Run 1, sequential cells grouped by signal name:
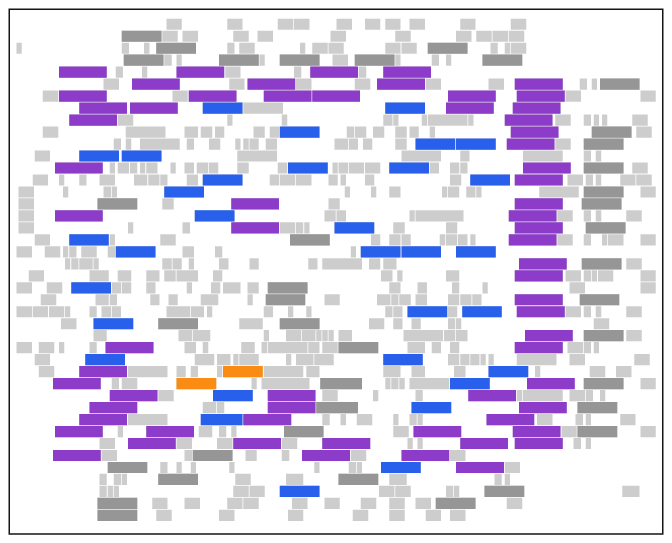
Run 1, wiring by layer:
Scale bar: 50 um.
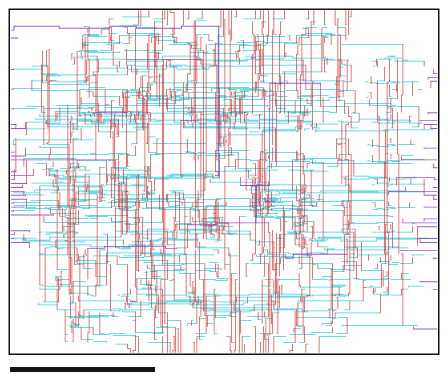
Run 1, pin placement:
Pins as bars across the die edge, other pins in grey.
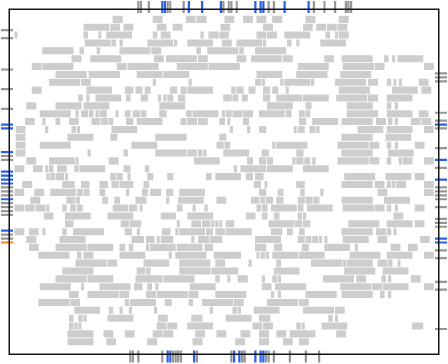
File: src/rtl/pc_fetch_ctrl_if.sv
// Instruction-memory request bus between the fetch controller and imem.
// Signal names are from the controller's point of view.
interface pc_fetch_ctrl_if #(
  parameter int unsigned XLEN = 32
);
  logic            o_req;
  logic [XLEN-1:0] o_req_addr;
  logic            i_gnt;
  logic            i_rvalid;

  modport master (
    output o_req,
    output o_req_addr,
    input  i_gnt,
    input  i_rvalid
  );

  modport slave (
    input  o_req,
    input  o_req_addr,
    output i_gnt,
    output i_rvalid
  );
endinterface

File: src/rtl/pc_fetch_ctrl.sv
// Fetch PC and in-order imem request controller with redirect squashing.
// Optional PC_ALIGN_CHECK_EN: sticky misaligned-redirect flag that holds fetch.
module pc_fetch_ctrl #(
  parameter int unsigned     XLEN      = 32,
  parameter logic [XLEN-1:0] RESET_PC  = 'h80,
  parameter int unsigned     MAX_OUTST = 2,
  parameter int unsigned     INSTR_B   = 4
) (
  input  logic              i_clk,
  input  logic              i_resetn,
  input  logic              i_stall,
  input  logic              i_redirect,
  input  logic [XLEN-1:0]   i_redirect_pc,
  pc_fetch_ctrl_if.master   bus,
  output logic [XLEN-1:0]   o_pc,
  output logic              o_pc_valid,
  output logic              o_busy,
  output logic              o_misalign
);

  localparam int CW = $clog2(MAX_OUTST + 1);
  localparam int PW = (MAX_OUTST > 1) ? $clog2(MAX_OUTST) : 1;
  localparam logic [CW-1:0]   MAXC  = CW'(MAX_OUTST);
  localparam logic [PW-1:0]   LASTP = PW'(MAX_OUTST - 1);
  localparam logic [XLEN-1:0] STEP  = XLEN'(INSTR_B);

  typedef enum logic [1:0] {
    S_BOOT,
    S_RUN,
    S_FLUSH
  } state_t;

  state_t          r_state;
  state_t          w_state_n;
  logic [XLEN-1:0] r_fetch_pc;
  logic [XLEN-1:0] r_fifo [MAX_OUTST];
  logic [PW-1:0]   r_wptr;
  logic [PW-1:0]   r_rptr;
  logic [CW-1:0]   r_outst;
  logic [CW-1:0]   r_squash;
  logic [CW-1:0]   w_squash_n;
  logic            w_acc;
  logic            w_rsp;
  logic            w_live;
  logic            w_mis_n;

  assign bus.o_req = (r_state == S_RUN) & ~i_stall &
                     ~i_redirect & (r_outst < MAXC);
  assign bus.o_req_addr = r_fetch_pc;

  assign w_acc  = bus.o_req & bus.i_gnt;
  assign w_rsp  = bus.i_rvalid & (r_outst != '0);
  assign w_live = w_rsp & (r_squash == '0);
  assign o_busy = (r_outst != '0);

`ifdef PC_ALIGN_CHECK_EN
  localparam logic [XLEN-1:0] AMASK = XLEN'(INSTR_B - 1);
  logic r_misalign;

  assign w_mis_n = i_redirect ? |(i_redirect_pc & AMASK)
                              : r_misalign;
  assign o_misalign = r_misalign;

  always_ff @(posedge i_clk or negedge i_resetn) begin
    if (!i_resetn) r_misalign <= 1'b0;
    else           r_misalign <= w_mis_n;
  end
`else
  assign w_mis_n    = 1'b0;
  assign o_misalign = 1'b0;
`endif

  // In FLUSH squash always equals outst, so one formula covers both states.
  always_comb begin
    w_squash_n = r_squash;
    if (i_redirect)
      w_squash_n = r_outst - CW'(w_rsp);
    else if (w_rsp && (r_squash != '0))
      w_squash_n = r_squash - CW'(1);
  end

  always_comb begin
    w_state_n = r_state;
    unique case (r_state)
      S_RUN: begin
        if (i_redirect && ((w_squash_n != '0) || w_mis_n))
          w_state_n = S_FLUSH;
      end
      S_BOOT, S_FLUSH: begin
        if ((w_squash_n == '0) && !w_mis_n)
          w_state_n = S_RUN;
        else
          w_state_n = S_FLUSH;
      end
      default: w_state_n = S_BOOT;
    endcase
  end

  always_ff @(posedge i_clk or negedge i_resetn) begin
    if (!i_resetn) begin
      r_state    <= S_BOOT;
      r_fetch_pc <= RESET_PC;
      r_outst    <= '0;
      r_squash   <= '0;
      r_wptr     <= '0;
      r_rptr     <= '0;
      o_pc       <= RESET_PC;
      o_pc_valid <= 1'b0;
    end else begin
      r_state    <= w_state_n;
      r_squash   <= w_squash_n;
      r_outst    <= r_outst + CW'(w_acc) - CW'(w_rsp);
      o_pc_valid <= w_live;
      if (i_redirect)
        r_fetch_pc <= i_redirect_pc;
      else if (w_acc)
        r_fetch_pc <= r_fetch_pc + STEP;
      if (w_acc)
        r_wptr <= (r_wptr == LASTP) ? '0 : r_wptr + 1'b1;
      if (w_rsp)
        r_rptr <= (r_rptr == LASTP) ? '0 : r_rptr + 1'b1;
      if (w_live)
        o_pc <= r_fifo[r_rptr];
    end
  end

  // Tag storage needs no reset: pointers define which entries are live.
  always_ff @(posedge i_clk) begin
    if (w_acc)
      r_fifo[r_wptr] <= r_fetch_pc;
  end

endmodule
File: src/flat_wrapper.sv
// flat-port wrapper written by rule: the top's interface ports become plain ports
module pc_fetch_ctrl_flat 
#(
  parameter int unsigned     XLEN      = 32,
  parameter logic [XLEN-1:0] RESET_PC  = 'h80,
  parameter int unsigned     MAX_OUTST = 2,
  parameter int unsigned     INSTR_B   = 4
)
  (i_clk, i_resetn, i_stall, i_redirect, i_redirect_pc, o_pc, o_pc_valid, o_busy, o_misalign, bus_o_req, bus_o_req_addr, bus_i_gnt, bus_i_rvalid);
  pc_fetch_ctrl_if #(.XLEN(XLEN)) bus_i ();
  input  logic i_clk;
  input  logic i_resetn;
  input  logic i_stall;
  input  logic i_redirect;
  input  logic [XLEN-1:0] i_redirect_pc;
  output logic [XLEN-1:0] o_pc;
  output logic o_pc_valid;
  output logic o_busy;
  output logic o_misalign;
  output wire logic [$bits(bus_i.o_req)-1:0] bus_o_req;
  output wire logic [$bits(bus_i.o_req_addr)-1:0] bus_o_req_addr;
  input wire logic [$bits(bus_i.i_gnt)-1:0] bus_i_gnt;
  input wire logic [$bits(bus_i.i_rvalid)-1:0] bus_i_rvalid;
  assign bus_o_req = bus_i.o_req;
  assign bus_o_req_addr = bus_i.o_req_addr;
  assign bus_i.i_gnt = bus_i_gnt;
  assign bus_i.i_rvalid = bus_i_rvalid;
  pc_fetch_ctrl #(.XLEN(XLEN), .RESET_PC(RESET_PC), .MAX_OUTST(MAX_OUTST), .INSTR_B(INSTR_B)) u_core (.i_clk(i_clk), .i_resetn(i_resetn), .i_stall(i_stall), .i_redirect(i_redirect), .i_redirect_pc(i_redirect_pc), .bus(bus_i), .o_pc(o_pc), .o_pc_valid(o_pc_valid), .o_busy(o_busy), .o_misalign(o_misalign));
endmodule
File: config.mk
export PLATFORM = sky130hd
export DESIGN_NAME = pc_fetch_ctrl_flat
export DESIGN_NICKNAME = d
export VERILOG_FILES = /design/src/rtl/pc_fetch_ctrl_if.sv /design/src/rtl/pc_fetch_ctrl.sv /design/src/flat_wrapper.sv
export SDC_FILE = /design/constraint.sdc
export NUM_CORES = 1
export LEC_CHECK = 0
export CAP_MARGIN = 10
export CELL_PAD_IN_SITES_DETAIL_PLACEMENT = 0
export CELL_PAD_IN_SITES_GLOBAL_PLACEMENT = 1
export CORE_ASPECT_RATIO = 0.8
export CORE_MARGIN = 1
export CORE_UTILIZATION = 34
export CTS_CLUSTER_SIZE = 40
export DETAILED_ROUTE_END_ITERATION = 8
export PLACE_DENSITY_LB_ADDON = 0.08
export SLEW_MARGIN = 20
export SYNTH_ARGS = -nofsm -noshare
export SYNTH_HDL_FRONTEND = slang
export SYNTH_SLANG_ARGS = --single-unit
export TNS_END_PERCENT = 100
File: constraint.sdc
create_clock -name i_clk -period 5.8 [get_ports i_clk]
set_clock_uncertainty 0.15 [all_clocks]
set_input_delay 1.16 -clock i_clk [delete_from_list [all_inputs] [get_ports i_clk]]
set_output_delay 1.16 -clock i_clk [all_outputs]
set_load 0.03 [all_outputs]
==> flow.log, run 1 <==
[metrics] run summary
INFO  metric place_ws = 1.35 ns
INFO  metric cts-hold-fix-buffers = 0
INFO  metric power.switching_fraction = 32.8%
INFO  metric maxPowerGroup = sequential cells
INFO  metric num-fill-cells = 1,578
INFO  metric detailed_place_hpwl = 8520 um
INFO  metric fin_ws = 1.34 ns
INFO  metric lay_top_cells = clkdlybuf4s50_1, dfrtp_1, edfxtp_1
INFO  metric antenna-diode-count = 0
INFO  metric grt_max_degree = 74
INFO  metric startpoint_type = primary input
INFO  metric areaGrowthSynthToFinish = 30.8%
INFO  metric synthAdderAreaFrac = 0.863%
INFO  metric totalPowerFinal = 3.33 mW
INFO  metric worstPathCellList = clkdlybuf4s50_1 > or4b_4 > nor2_1 > clkdlybuf4s50_1
INFO  metric setup_viol_count_final = 0
INFO  metric crit_path_max_incr_delay = 0.73 ns
INFO  metric nNetsFinal = 611
INFO  metric setup.worst_path.end_class = output port
INFO  metric pwr.group.sequential = 1.39 mW
INFO  metric detailedRoute.firstIterationViolations = 212
INFO  metric power.density_cell_area = 439 mW/mm^2
INFO  metric timing.final.crit_period = 4.46 ns
INFO  metric stdcell_area = 0.00759 mm^2
INFO  metric pwr-share-seq = 41.6%
INFO  metric crit_buf_inv = 2
INFO  metric cts_post_setup_buffers_inserted = 0
INFO  metric async_sr_flop_fraction = 53.3%
INFO  metric status = finished clean
INFO  metric slew_headroom = 29.9%
INFO  metric globalplace.congestion = 0.693
INFO  metric switching_power_total = 1.09 mW
INFO  metric intPower = 2.24 mW
INFO  metric row_count = 42
INFO  metric detailroute.wirelength.met3 = 498 um
INFO  metric critical-path-slowest-cell = clkdlybuf4s50_1
INFO  metric synth.net_count = 513
INFO  metric gr-total-overflow = 0
INFO  metric netlist_area_pre_place = 0.00580 mm^2
INFO  metric dominant_cells = registers
INFO  metric crit-reg2reg-launch = u_core.r_outst[1]
INFO  metric r2r_end = u_core.bus.o_req_addr[19]
INFO  metric grt_pass1_wl = 21,100 um
INFO  metric critical_path_type = in -> out
INFO  metric cts-htree-levels = 4
INFO  metric clk_transition_reported_paths = 0.05 ns
INFO  metric clock_buffers_created_by_tritoncts = 17
INFO  metric worstSetupStartpoint = i_stall
INFO  metric worst_r2r_path_depth = 4
INFO  metric max_flop_register = u_core.r_fifo
INFO  metric signal_buffers = 106
INFO  metric worst-slew-pin-transition = 1.05 ns
INFO  metric netlist_instances = 471
INFO  metric ys_seq_share = 64.7%
INFO  metric min_delay_worst_endpoint = u_core.o_pc[23]
INFO  metric cp_data_required_time = 4.49 ns
INFO  metric power.share.combinational = 28.2%
INFO  metric tap-cell-count = 220
INFO  metric clock_tree.root_cell = clkbuf_16
INFO  metric io-pin-count = 106
INFO  metric timing.final.hold_violations = 0
INFO  metric flops = 137
About 'sequential cells grouped by signal name':
Key: orange = u_core.r_outst [sequential cells 2]; blue = u_core.bus.o_req_addr [sequential cells 32]; purple = u_core.r_fifo [sequential cells 64, where widely spread]

About 'wiring by layer':
Key: purple = metal 3 [wire length 499 um]; red = metal 2 [wire length 6,120 um]; cyan = metal 1 [wire length 6,570 um]; blue = metal 4 [wire length 91.1 um]
Global Route Usage Sum: 15.9%
per-cell routed wire length: 16.6 um
routed vias: 3,937
Final Routed Wirelength: 13,300 um

About 'pin placement':
Key: blue = i_redirect_pc [pins 32, direction input, edge 10 top, 9 left, 8 bottom, 5 right]; orange = bus_i_rvalid [pins 1, direction input, edge left]

==> inputs of run 2 (changes only) <==
- clock period: 5.8 -> 4.3 ns (I/O delays scaled with it)
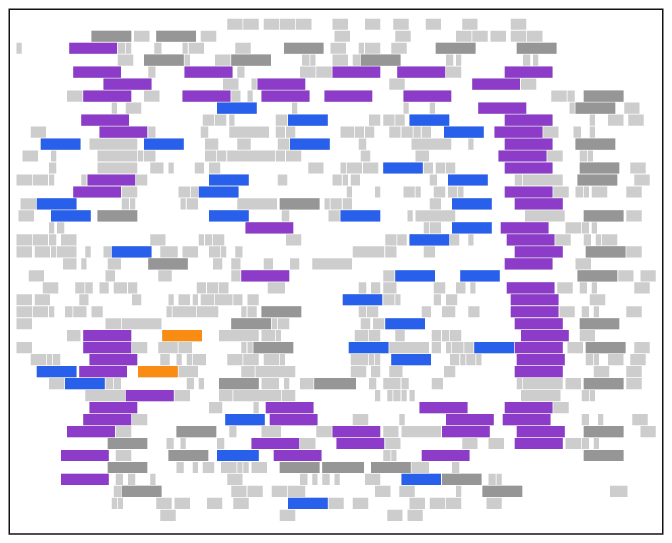
Run 2: sequential cells grouped by signal name
Key: blue = u_core.bus.o_req_addr [sequential cells 32]; orange = u_core.r_outst [sequential cells 2]; purple = u_core.r_fifo [sequential cells 64, where widely spread]
Another 39 sequential cells are not coloured.

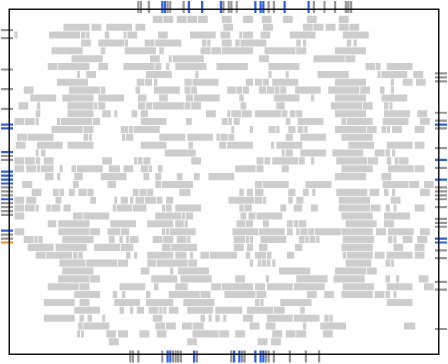
Run 2: pin placement
Pins as bars across the die edge, other pins in grey.
Key: blue = i_redirect_pc [pins 32, direction input, edge 10 top, 9 left, 8 bottom, 5 right]; orange = bus_i_rvalid [pins 1, direction input, edge left]
All pins by edge: 28 top, 26 left, 26 bottom, 26 right.

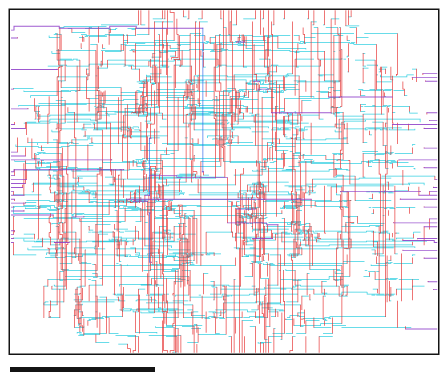
Run 2: wiring by layer
Scale bar: 50 um.
Key: cyan = metal 1 [wire length 6,520 um]; purple = metal 3 [wire length 614 um]; blue = metal 4 [wire length 86.4 um]; red = metal 2 [wire length 6,480 um]
Global Route Usage Sum: 16.8%
routed vias: 3,994
Final Routed Wirelength: 13,700 um
per-cell routed wire length: 17.0 um

==> run 2 against run 1 <==
  * Largest power group unchanged
  * Synthesized cell count stayed put
  * Design area rose by 0.89%
  * Setup slack lost 0.86 ns
  * Global-route usage rose by 0.83 points
  * Utilization increased by 0.41 points
  * Critical endpoint unchanged
==> flow.log, run 2 <==
[metrics] run summary
INFO  metric synth.net_count = 513 (unchanged)
INFO  metric clock_buffers_created_by_tritoncts = 17 (unchanged)
INFO  metric netlist_instances = 471 (unchanged)
INFO  metric areaGrowthSynthToFinish = 32.0%
INFO  metric timing.final.crit_period = 3.82 ns
INFO  metric place_ws = 0.508 ns (-0.841 ns)
INFO  metric intPower = 3.08 mW (+38%)
INFO  metric holdCritPathClass = in -> async
INFO  metric tap-cell-count = 220 (unchanged)
INFO  metric switching_power_total = 1.49 mW (+36%)
INFO  metric clkLatencyLatePin = 0.41 ns
INFO  metric slew_headroom = 30.1% (+0.20 points)
INFO  metric status = finished clean
INFO  metric row_count = 42 (unchanged)
INFO  metric max_cap_viol = 0
INFO  metric signal_buffers = 109 (+2.8%)
INFO  metric grt_max_degree = 74 (unchanged)
INFO  metric crit_top_cell = clkdlybuf4s50_1
INFO  metric setup.worst_path.end_class = output port
INFO  metric detail_route.drc_violations = 0
INFO  metric gr-total-overflow = 0 (unchanged)
INFO  metric clock_power = 1.43 mW
INFO  metric detailroute.wirelength.met3 = 613 um (+23%)
INFO  metric power.switching_fraction = 32.6% (-0.20 points)
INFO  metric multi_input_comb_cells = 292
INFO  metric top_area_cell = edfxtp_1
INFO  metric power.leakage = 2.96 nW
INFO  metric power.share.combinational = 27.8% (-0.4 points)
INFO  metric fp.dieW = 148 um
INFO  metric final_core_util = 46.1%
INFO  metric num-clock-buffers = 17
INFO  metric startpoint_type = primary input
INFO  metric stdcell_area = 0.00766 mm^2 (+0.89%)
INFO  metric timing.final.crit_share = 88.8%
INFO  metric cp_data_required_time = 3.29 ns (-1.20 ns)
INFO  metric synthAdderAreaFrac = 0.863% (unchanged)
INFO  metric post_route_cells_drive_above_1_share = 8.56%
INFO  metric max_flop_register = u_core.r_fifo
INFO  metric crit_path_max_incr_delay = 0.73 ns (about the same)
INFO  metric setup_viol_count_final = 0 (unchanged)
INFO  metric grt_use_met1 = 22.5%
INFO  metric async_sr_flop_fraction = 53.3% (unchanged)
INFO  metric flops = 137 (unchanged)
INFO  metric worstSetupStartpoint = i_stall
INFO  metric antenna-diode-count = 0 (unchanged)
INFO  metric tritoncts_clock_tree = yes
INFO  metric detailedRoute.firstIterationViolations = 240 (+13%)
INFO  metric detailed_place_hpwl = 8880 um (+4.2%)
INFO  metric stage_log_warnings = 26
INFO  metric synth_chip_area = 0.00580 mm^2
INFO  metric worstPathCellList = clkdlybuf4s50_1 > or4b_4 > nor2_1 > clkdlybuf4s50_1
INFO  metric dominant_cells = registers
INFO  metric grt_pass1_wl = 22,100 um (+4.6%)
INFO  metric crit_buf_inv = 2 (unchanged)
INFO  metric ys_seq_share = 64.7% (unchanged)
INFO  metric final.signal_inverter_count = 15
INFO  metric yosysUniqueCellTypes = 41
INFO  metric clk_transition_reported_paths = 0.06 ns (about the same)
INFO  metric flip_flop_count_of_the_largest_register_after_layout = 64
INFO  metric grt_antenna_before_repair = 0
INFO  metric pwr-share-seq = 40.9% (-0.7 points)
INFO  metric synthDominantCellAreaShare = 33.1%
INFO  metric dominantRegCellSynth = dfrtp_1
INFO  metric cts-hold-fix-buffers = 0 (unchanged)
INFO  metric netlist_area_pre_place = 0.00580 mm^2 (unchanged)
INFO  metric cts-htree-levels = 4 (unchanged)
INFO  metric top_cells_by_count = dfrtp_1, edfxtp_1, nand2_1
INFO  metric pwr.group.sequential = 1.87 mW (+35%)
INFO  metric maxPowerGroup = sequential cells
INFO  metric critical-path-slowest-cell = clkdlybuf4s50_1
INFO  metric cts_post_setup_buffers_inserted = 0 (unchanged)
INFO  metric io-pin-count = 106 (unchanged)
INFO  metric critical_path_type = in -> out
INFO  metric postPlaceCellArea = 0.00707 mm^2
INFO  metric worst_r2r_path_depth = 4 (unchanged)
INFO  metric layout.clock.cell_area_share = 7.61%
INFO  metric crit-reg2reg-launch = u_core.bus.o_req_addr[7]
INFO  metric worst-slew-pin-transition = 1.05 ns (-0.00300 ns)
INFO  metric globalplace.congestion = 0.746 (+7.7%)
INFO  metric nNetsFinal = 614 (+0.49%)
INFO  metric worstSetupPathDepth = 4
INFO  metric timing.fmax = 0.262 GHz
INFO  metric timing.final.hold_violations = 0 (unchanged)
INFO  metric fin_ws = 0.482 ns (-0.856 ns)
INFO  metric fp.coreArea = 0.0166 mm^2
INFO  metric grt_use_met3 = 4.64%
INFO  metric totalPowerFinal = 4.57 mW (+37%)
INFO  metric antenna_left = 0
INFO  metric num-fill-cells = 1,537 (-2.6%)
INFO  metric power.density_cell_area = 597 mW/mm^2 (+36%)
INFO  metric peakVddDrop = 0.299 mV
INFO  metric r2r_end = u_core.bus.o_req_addr[30]
INFO  metric layout.buffer.nonclock.area_share = 14.3%
INFO  metric lay_top_cells = clkdlybuf4s50_1, dfrtp_1, edfxtp_1
INFO  metric clock_tree.root_cell = clkbuf_16
INFO  metric dieArea = 0.0176 mm^2
==> inputs of run 3 (changes only) <==
- CELL_PAD_IN_SITES_DETAIL_PLACEMENT: 0 -> unset
- CELL_PAD_IN_SITES_GLOBAL_PLACEMENT: 1 -> unset
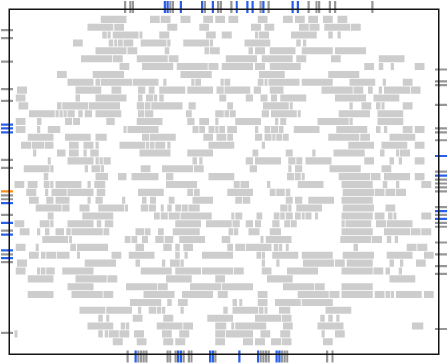
Run 3: pin placement
Pins as bars across the die edge, other pins in grey.
Key: orange = bus_i_rvalid [pins 1, direction input, edge left]; blue = i_redirect_pc [pins 32, direction input, edge 11 top, 9 bottom, 8 left, 4 right]
All pins by edge: 30 bottom, 28 top, 25 right, 23 left.
number of input and output port buffers inserted: 104
width of the die: 148 um

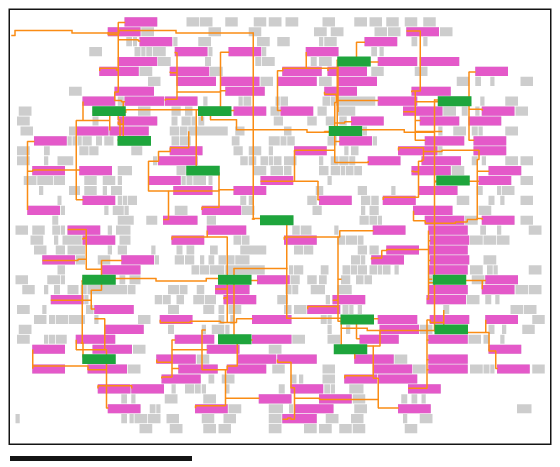
Run 3: clock wires, drivers and flops
Scale bar: 50 um.
Key: orange = clock wires [length 1,750 um]; green = clock drivers [count 17]; magenta = flip-flops [count 137]
Position of the flops: widely spread.

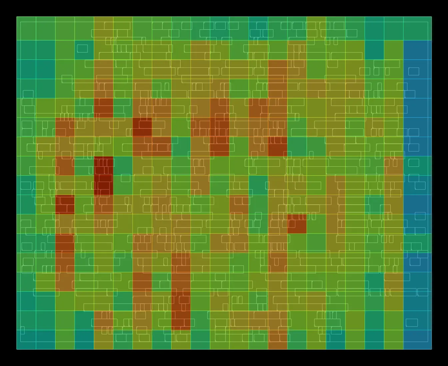
Run 3: routing congestion
grt peak-use layer: met2
met3 Usage GRT: 5.13%

==> run 3 against run 2 <==
  * Worst hold slack hardly changed
  * Sequential power hardly changed
  * First-iteration DRC count rose by 4.6%
  * Non-clock buffer count unchanged
  * Total power rose by 1.4%
  * Largest power group unchanged
==> flow.log, run 3 <==
[metrics] run summary
INFO  metric status = finished clean
INFO  metric clock_power = 1.50 mW (+5%)
INFO  metric crit_top_cell = clkdlybuf4s50_1
INFO  metric final.signal_inverter_count = 15 (unchanged)
INFO  metric fin_ws = 0.529 ns (+0.0471 ns)
INFO  metric timing.final.crit_share = 87.7% (-1.1 points)
INFO  metric io-pin-count = 106 (unchanged)
INFO  metric clock_buffers_created_by_tritoncts = 17 (unchanged)
INFO  metric max_flop_register = u_core.r_fifo
INFO  metric fp.coreArea = 0.0166 mm^2 (unchanged)
INFO  metric dieArea = 0.0176 mm^2 (unchanged)
INFO  metric post_drt_wl_per_cell = 16.6 um (-2.5%)
INFO  metric cts-htree-levels = 4 (unchanged)
INFO  metric flops = 137 (unchanged)
INFO  metric multi_input_comb_cells = 292 (unchanged)
INFO  metric timing.fmax = 0.265 GHz (+1.3%)
INFO  metric detail_route.drc_violations = 0 (unchanged)
INFO  metric max_cap_viol = 0 (unchanged)
INFO  metric tap-cell-count = 220 (unchanged)
INFO  metric power.switching_fraction = 31.8% (-0.76 points)
INFO  metric synthDominantCellAreaShare = 33.1% (unchanged)
INFO  metric top_area_cell = edfxtp_1
INFO  metric intPower = 3.16 mW (+2.6%)
INFO  metric row_count = 42 (unchanged)
INFO  metric nNetsFinal = 614 (unchanged)
INFO  metric power.share.combinational = 27.5% (-0.3 points)
INFO  metric layout.clock.cell_area_share = 7.89% (+0.27 points)
INFO  metric dominant_cells = registers
INFO  metric holdCritPathClass = in -> async
INFO  metric setup_viol_count_final = 0 (unchanged)
INFO  metric clock_tree.root_cell = clkbuf_16
INFO  metric synthAdderAreaFrac = 0.863% (unchanged)
INFO  metric pwr.group.sequential = 1.86 mW (about the same)
INFO  metric antenna_left = 0 (unchanged)
INFO  metric switching_power_total = 1.47 mW (-0.96%)
INFO  metric detailedRoute.firstIterationViolations = 251 (+4.6%)
INFO  metric antenna-diode-count = 0 (unchanged)
INFO  metric synth_chip_area = 0.00580 mm^2 (unchanged)
INFO  metric synth.net_count = 513 (unchanged)
INFO  metric worst-slew-pin-transition = 1.03 ns (-0.0206 ns)
INFO  metric num-fill-cells = 1,542 (+0.33%)
INFO  metric timing.final.hold_violations = 0 (unchanged)
INFO  metric worst_r2r_path_depth = 4 (unchanged)
INFO  metric netlist_area_pre_place = 0.00580 mm^2 (unchanged)
INFO  metric drt-total-wl = 13,400 um (-2.4%)
INFO  metric slew_headroom = 31.5% (+1.4 points)
INFO  metric top_cells_by_count = dfrtp_1, edfxtp_1, nand2_1
INFO  metric grt_pass1_wl = 21,800 um (-1.3%)
INFO  metric gr-total-overflow = 0 (unchanged)
INFO  metric dominantRegCellSynth = dfrtp_1
INFO  metric maxPowerGroup = sequential cells
INFO  metric async_sr_flop_fraction = 53.3% (unchanged)
INFO  metric pwr-share-seq = 40.1% (-0.8 points)
INFO  metric lay_top_cells = clkdlybuf4s50_1, dfrtp_1, edfxtp_1
INFO  metric grt_max_degree = 74 (unchanged)
INFO  metric crit-reg2reg-launch = u_core.bus.o_req_addr[7]
INFO  metric tritoncts_clock_tree = yes
INFO  metric global_route.usage.total = 16.7% (-0.074 points)
INFO  metric crit_path_max_incr_delay = 0.72 ns (about the same)
INFO  metric critical_path_type = in -> out
INFO  metric globalplace.congestion = 0.722 (-3.2%)
INFO  metric flip_flop_count_of_the_largest_register_after_layout = 64 (unchanged)
INFO  metric crit_buf_inv = 2 (unchanged)
INFO  metric stage_log_warnings = 26 (unchanged)
INFO  metric startpoint_type = primary input
INFO  metric r2r_end = u_core.bus.o_req_addr[26]
INFO  metric place_ws = 0.537 ns (+0.0293 ns)
INFO  metric signal_buffers = 109 (unchanged)
INFO  metric cp_data_required_time = 3.29 ns (about the same)
No activity file was given, so power comes from the tool's default toggle rates.
